`config.mk`:
```
export PLATFORM = sky130hd
export DESIGN_NAME = fir_tdm_mac
export DESIGN_NICKNAME = d
export VERILOG_FILES = /design/src/rtl/fir_pkg.sv /design/src/rtl/fir_tap_buffer.sv /design/src/rtl/fir_tdm_mac.sv
export SDC_FILE = /design/constraint.sdc
export NUM_CORES = 1
export LEC_CHECK = 0
export ABC_AREA = 1
export CAP_MARGIN = 20
export CORE_UTILIZATION = 48
export CTS_BUF_LIST = sky130_fd_sc_hd__clkbuf_8
export DETAILED_ROUTE_END_ITERATION = 8
export MAX_ROUTING_LAYER = met4
export PLACE_DENSITY = 0.72
export SLEW_MARGIN = 40
export SYNTH_ARGS = -nofsm -noshare
export SYNTH_HDL_FRONTEND = slang
export SYNTH_SLANG_ARGS = --single-unit
```
`constraint.sdc`:
```
create_clock -name clk_100k -period 20.7 [get_ports clk_100k]
set_input_delay 4.14 -clock clk_100k [delete_from_list [all_inputs] [get_ports clk_100k]]
set_output_delay 4.14 -clock clk_100k [all_outputs]
set_load 0.01 [all_outputs]
```
`src/rtl/fir_pkg.sv`:
```
// Shared types and helpers for the time-multiplexed FIR filter.
package fir_pkg;

  typedef enum logic [1:0] {
    StIdle,
    StMac,
    StOut
  } fir_state_e;

  // Rounded/saturated result; value is sign-extended to 64 bits.
  typedef struct packed {
    logic               clipped;
    logic signed [63:0] value;
  } rs_t;

  // Ceiling log2, used for pointer and accumulator growth widths.
  function automatic int unsigned clog2(input int unsigned n);
    int unsigned r;
    r = 0;
    for (int i = 0; i < 32; i++) begin
      if ((64'd1 << i) < 64'(n)) r = unsigned'(i + 1);
    end
    return r;
  endfunction

  // Round half-up, arithmetic shift right, then clip to a signed out_w range.
  // acc must already be sign-extended to 64 bits from ACC_W.
  function automatic rs_t round_sat(input logic signed [63:0] acc, input int unsigned shift,
                                    input int unsigned out_w);
    logic signed [63:0] r;
    logic signed [63:0] hi;
    logic signed [63:0] lo;
    rs_t                res;
    r = acc;
    if (shift > 0) r = r + (64'sd1 <<< (shift - 1));
    r  = r >>> shift;
    hi = (64'sd1 <<< (out_w - 1)) - 64'sd1;
    lo = -(64'sd1 <<< (out_w - 1));
    res.clipped = 1'b1;
    if (r > hi) begin
      res.value = hi;
    end else if (r < lo) begin
      res.value = lo;
    end else begin
      res.value   = r;
      res.clipped = 1'b0;
    end
    return res;
  endfunction

endpackage

```
`src/rtl/fir_tap_buffer.sv`:
```
// Circular sample history with one write port and a read port addressed by
// tap offset from the newest sample.
module fir_tap_buffer import fir_pkg::*; #(
  parameter int unsigned DATA_W = 9,
  parameter int unsigned TAPS   = 16,
  parameter int unsigned PTR_W  = 4
) (
  input  logic              clk,
  input  logic              rst,
  input  logic              we,
  input  logic [DATA_W-1:0] wdata,
  input  logic [PTR_W-1:0]  tap,
  output logic [DATA_W-1:0] rdata
);

  logic [DATA_W-1:0] mem_q [TAPS];
  logic [PTR_W-1:0]  wr_ptr_q;
  logic [PTR_W-1:0]  newest;
  logic [PTR_W-1:0]  idx;

  // Newest entry sits just behind the write pointer; offsets wrap modulo TAPS.
  // Adding TAPS in PTR_W bits is exact because the true result is below TAPS.
  always_comb begin
    newest = (wr_ptr_q == '0) ? PTR_W'(TAPS - 1) : wr_ptr_q - 1'b1;
    if (newest >= tap) idx = newest - tap;
    else               idx = newest - tap + PTR_W'(TAPS);
    rdata = mem_q[idx];
  end

  // Sample storage and write pointer, cleared on reset.
  always_ff @(posedge clk) begin
    if (rst) begin
      wr_ptr_q <= '0;
      for (int unsigned i = 0; i < TAPS; i++) mem_q[i] <= '0;
    end else if (we) begin
      mem_q[wr_ptr_q] <= wdata;
      wr_ptr_q        <= (wr_ptr_q == PTR_W'(TAPS - 1)) ? '0 : wr_ptr_q + 1'b1;
    end
  end

endmodule

```
`src/rtl/fir_tdm_mac.sv`:
```
// Time-multiplexed FIR: one signed MAC per clock over TAPS cycles, with a
// runtime-loadable coefficient bank and rounded, saturated output.
module fir_tdm_mac import fir_pkg::*; #(
  parameter int unsigned DATA_W = 9,
  parameter int unsigned COEF_W = 10,
  parameter int unsigned TAPS   = 16,
  parameter int unsigned SHIFT  = 9,
  parameter int unsigned OUT_W  = 9
) (
  input  logic                       clk_100k,
  input  logic                       rst,
  input  logic signed [DATA_W-1:0]   samp_in,
  input  logic                       in_valid,
  output logic                       in_ready,
  input  logic                       coef_we,
  input  logic [clog2(TAPS)-1:0]     coef_addr,
  input  logic signed [COEF_W-1:0]   coef_data,
  output logic                       coef_err,
  output logic signed [OUT_W-1:0]    fir_out,
  output logic                       out_valid,
  output logic                       sat
);

  localparam int unsigned PTR_W  = clog2(TAPS);
  localparam int unsigned PROD_W = DATA_W + COEF_W;
  localparam int unsigned ACC_W  = PROD_W + PTR_W;

  fir_state_e               state_q, state_d;
  logic [PTR_W-1:0]         k_q, k_d;
  logic signed [ACC_W-1:0]  acc_q, acc_d;
  logic signed [COEF_W-1:0] coef_q [TAPS];
  logic signed [OUT_W-1:0]  fir_out_q, fir_out_d;
  logic                     out_valid_q, out_valid_d;
  logic                     sat_q, sat_d;
  logic                     coef_err_q, coef_err_d;
  logic                     accept;
  logic                     coef_ok;
  logic [DATA_W-1:0]        tap_rd;
  logic signed [DATA_W-1:0] samp_rd;
  logic signed [PROD_W-1:0] prod;
  rs_t                      rs;

  fir_tap_buffer #(
    .DATA_W (DATA_W),
    .TAPS   (TAPS),
    .PTR_W  (PTR_W)
  ) u_tap_buffer (
    .clk   (clk_100k),
    .rst   (rst),
    .we    (accept),
    .wdata (samp_in),
    .tap   (k_q),
    .rdata (tap_rd)
  );

  // Handshake, coefficient-write qualification and the datapath product.
  // OUT also accepts so a new sample can start in the out_valid edge.
  always_comb begin
    in_ready   = (state_q != StMac);
    accept     = in_valid && in_ready;
    coef_ok    = coef_we && (state_q == StIdle) && (32'(coef_addr) < TAPS);
    coef_err_d = coef_we && !coef_ok;
    samp_rd    = signed'(tap_rd);
    prod       = samp_rd * coef_q[k_q];
    rs         = round_sat(64'(acc_q), SHIFT, OUT_W);
  end

  // Next-state and output logic for the IDLE/MAC/OUT sequencer.
  always_comb begin
    state_d     = state_q;
    k_d         = k_q;
    acc_d       = acc_q;
    fir_out_d   = fir_out_q;
    sat_d       = sat_q;
    out_valid_d = 1'b0;
    case (state_q)
      StIdle: begin
        if (accept) begin
          acc_d   = '0;
          k_d     = '0;
          state_d = StMac;
        end
      end
      StMac: begin
        acc_d = acc_q + ACC_W'(prod);
        if (k_q == PTR_W'(TAPS - 1)) state_d = StOut;
        else                         k_d     = k_q + 1'b1;
      end
      StOut: begin
        fir_out_d   = rs.value[OUT_W-1:0];
        sat_d       = rs.clipped;
        out_valid_d = 1'b1;
        if (accept) begin
          acc_d   = '0;
          k_d     = '0;
          state_d = StMac;
        end else begin
          state_d = StIdle;
        end
      end
      default: state_d = StIdle;
    endcase
  end

  // State, datapath and coefficient registers with synchronous reset.
  always_ff @(posedge clk_100k) begin
    if (rst) begin
      state_q     <= StIdle;
      k_q         <= '0;
      acc_q       <= '0;
      fir_out_q   <= '0;
      out_valid_q <= 1'b0;
      sat_q       <= 1'b0;
      coef_err_q  <= 1'b0;
      for (int unsigned i = 0; i < TAPS; i++) coef_q[i] <= '0;
    end else begin
      state_q     <= state_d;
      k_q         <= k_d;
      acc_q       <= acc_d;
      fir_out_q   <= fir_out_d;
      out_valid_q <= out_valid_d;
      sat_q       <= sat_d;
      coef_err_q  <= coef_err_d;
      if (coef_ok) coef_q[coef_addr] <= coef_data;
    end
  end

  assign fir_out   = fir_out_q;
  assign out_valid = out_valid_q;
  assign sat       = sat_q;
  assign coef_err  = coef_err_q;

endmodule

```
==> results.py <==
# Auto-generated metrics
metrics = {
    "status": {
        "outcome": "finished, final reports clean",
    },
    "global_routing": {
        "antenna_found_initial": 0,
        "busiest_layer": "met2",
        "grt_util_met2": 0.393,
        "grt_use_met3": 0.0420,
        "grt_pass1_vias": 15900,
        "grt_overflow": 0,
        "grt_pass1_wl_um": 82800,
        "grt_use_total": 0.247,
    },
    "worst_setup_path": {
        "cp_num_buf_inv": 8,
        "worstPathArrival_ps": 8540,
        "reg2reg_depth": 33,
        "cp.depth": 33,
        "r2r_slack_ps": 12680,
        "required_ps": 21220,
        "startpoint": "u_tap_buffer.wr_ptr_q[0]$_SDFFE_PP0P_",
        "critPathKind": "flip-flop to flip-flop",
        "cp_slowest_cell": "fa_1",
        "path_delay_family": "adder cells",
        "regToRegStartpoint": "u_tap_buffer.wr_ptr_q[0]$_SDFFE_PP0P_",
        "start_kind": "flip-flop",
    },
    "routing": {
        "drc": 0,
        "wl_met2_um": 24300,
        "vias_per_cell": 5.47,
        "vias": 15800,
        "drtIter0Drc": 1306,
        "met3RoutedLength_um": 4310,
        "top_layer": "met4",
        "wl_met1_um": 20900,
        "wl_per_cell_um": 17.8,
    },
    "finish": {
        "final_layout_size_suffix_gt1_frac": 0.0582,
        "lay_top_cells": "nand2_1 (425), nor2_1 (402), inv_1 (313)",
        "syn_to_final_growth_pct": 9.04,
        "buffers": 47,
        "logic_area_um2": 9030,
        "antenna_cells": 0,
        "clkCellAreaFrac": 0.0501,
        "num-nonclk-inverters": 310,
        "seq_area_frac": 0.447,
        "top_register": "coef_q",
        "ff_latch_area_um2": 10100,
        "clkbuf_count": 61,
        "nFlopsAndLatches": 353,
        "fin_nets": 2461,
        "largestClassByArea": "registers",
        "nMultiInputCombCells": 1492,
        "layout_top_cell": "nand2_1",
        "stdcell_count": 2880,
        "buffer_area_frac": 0.0201,
        "sh_comb_area": 0.399,
        "final_area_um2": 22600,
    },
    "clocking": {
        "postCtsSetupBuffers": 0,
        "clkTransAtPathRegs_ps": 60,
        "cts_tree": "built",
        "hold_buffers": 0,
        "cts-root-buf": "clkbuf_8",
        "clock-sinks": 353,
        "h-tree-depth": 2,
        "insertion_delay_ps": 670,
        "cts_buffers": 58,
    },
    "die": {
        "num_io_pins": 40,
        "core-area_um2": 42300,
        "fp_util": 0.490,
        "die_area_um2": 44100,
        "die-height_um": 210,
    },
    "timing": {
        "fmax_mhz": 125,
        "whs_ps": 471,
        "maxSlewHeadroom": 0.399,
        "setup_slack_ps": 12680,
        "setup_tns_ps": 0,
        "finalClockSkew_ps": 49.8,
        "rsz0062_at_grt": "false",
        "tightest_slew_ps": 895,
        "finalHoldViolations": 0,
        "period_used_share": 0.387,
        "setup_viol": 0,
    },
    "logic_synthesis": {
        "ys_area_um2": 20700,
        "edf_count": 304,
        "aoi_share": 0.0848,
        "adder_share": 0.141,
        "fp_nets": 2453,
        "ys_async_sr_fraction": 0,
        "synth_area_um2": 20700,
        "synthFlopType": "edfxtp_1",
        "synthTopLogicFamily": "simple AND/OR/NAND/NOR gates",
        "top_area_frac": 0.440,
        "area_leaders": "edfxtp_1 (44%), fa_1 (10%), nand2_1 (7.7%)",
        "synth.distinct_cells": 44,
        "netlist_instances": 2254,
        "avgSynthCellArea_um2": 9.20,
        "synth_warnings": 0,
        "largest_area_cell": "edfxtp_1",
        "synth-seq-area-share": 0.487,
    },
    "placed_design": {
        "io_buffer_count": 39,
        "place_inst": 2779,
        "place_worst_setup_slack_ps": 12720,
        "place_hpwl_um": 35400,
        "placed_area_um2": 21500,
    },
    "worst_hold_path": {
        "holdCritStartpoint": "fir_out[0]$_SDFFE_PP0P_",
        "min_path_cells": 2,
        "min_to": "fir_out[0]$_SDFFE_PP0P_",
    },
    "job": {
        "maxCapViolCount": 0,
    },
}
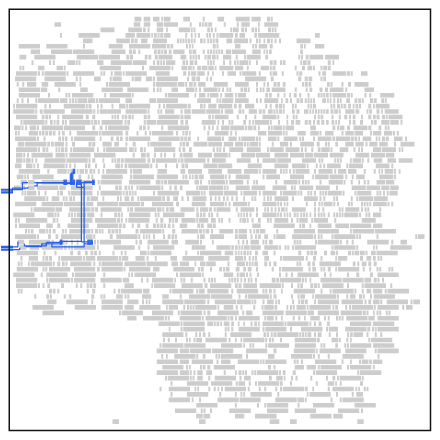
(images/port_trees.png)
Scale: 2 px per um.
legend:
  blue:
    port: coef_addr
    bits: 4
    direction: input
    edge: left
    end_cells: 11
    buffers: 4
    wire: 240 um

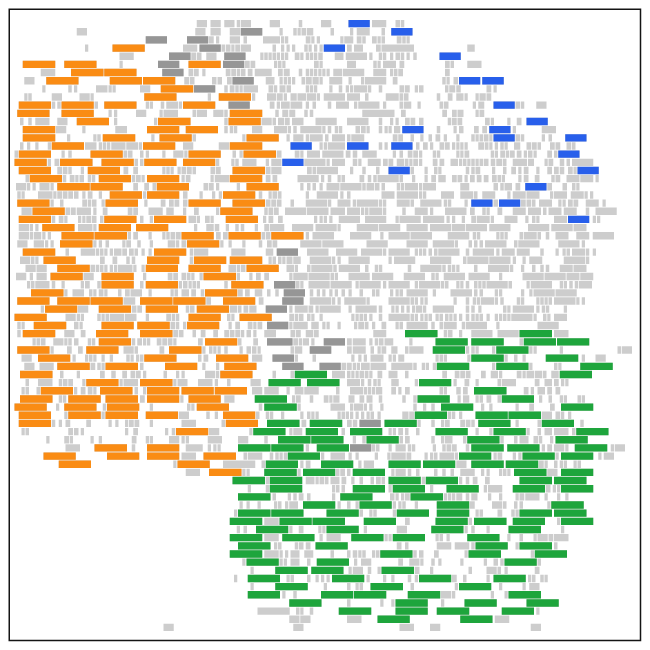
(images/ff_map.png)
Scale: 3 px per um.
legend:
  green:
    netlist_name: u_tap_buffer.mem_q
    flops: 144
  orange:
    netlist_name: coef_q
    flops: 160
  blue:
    netlist_name: acc_q
    flops: 23
not colored: 26

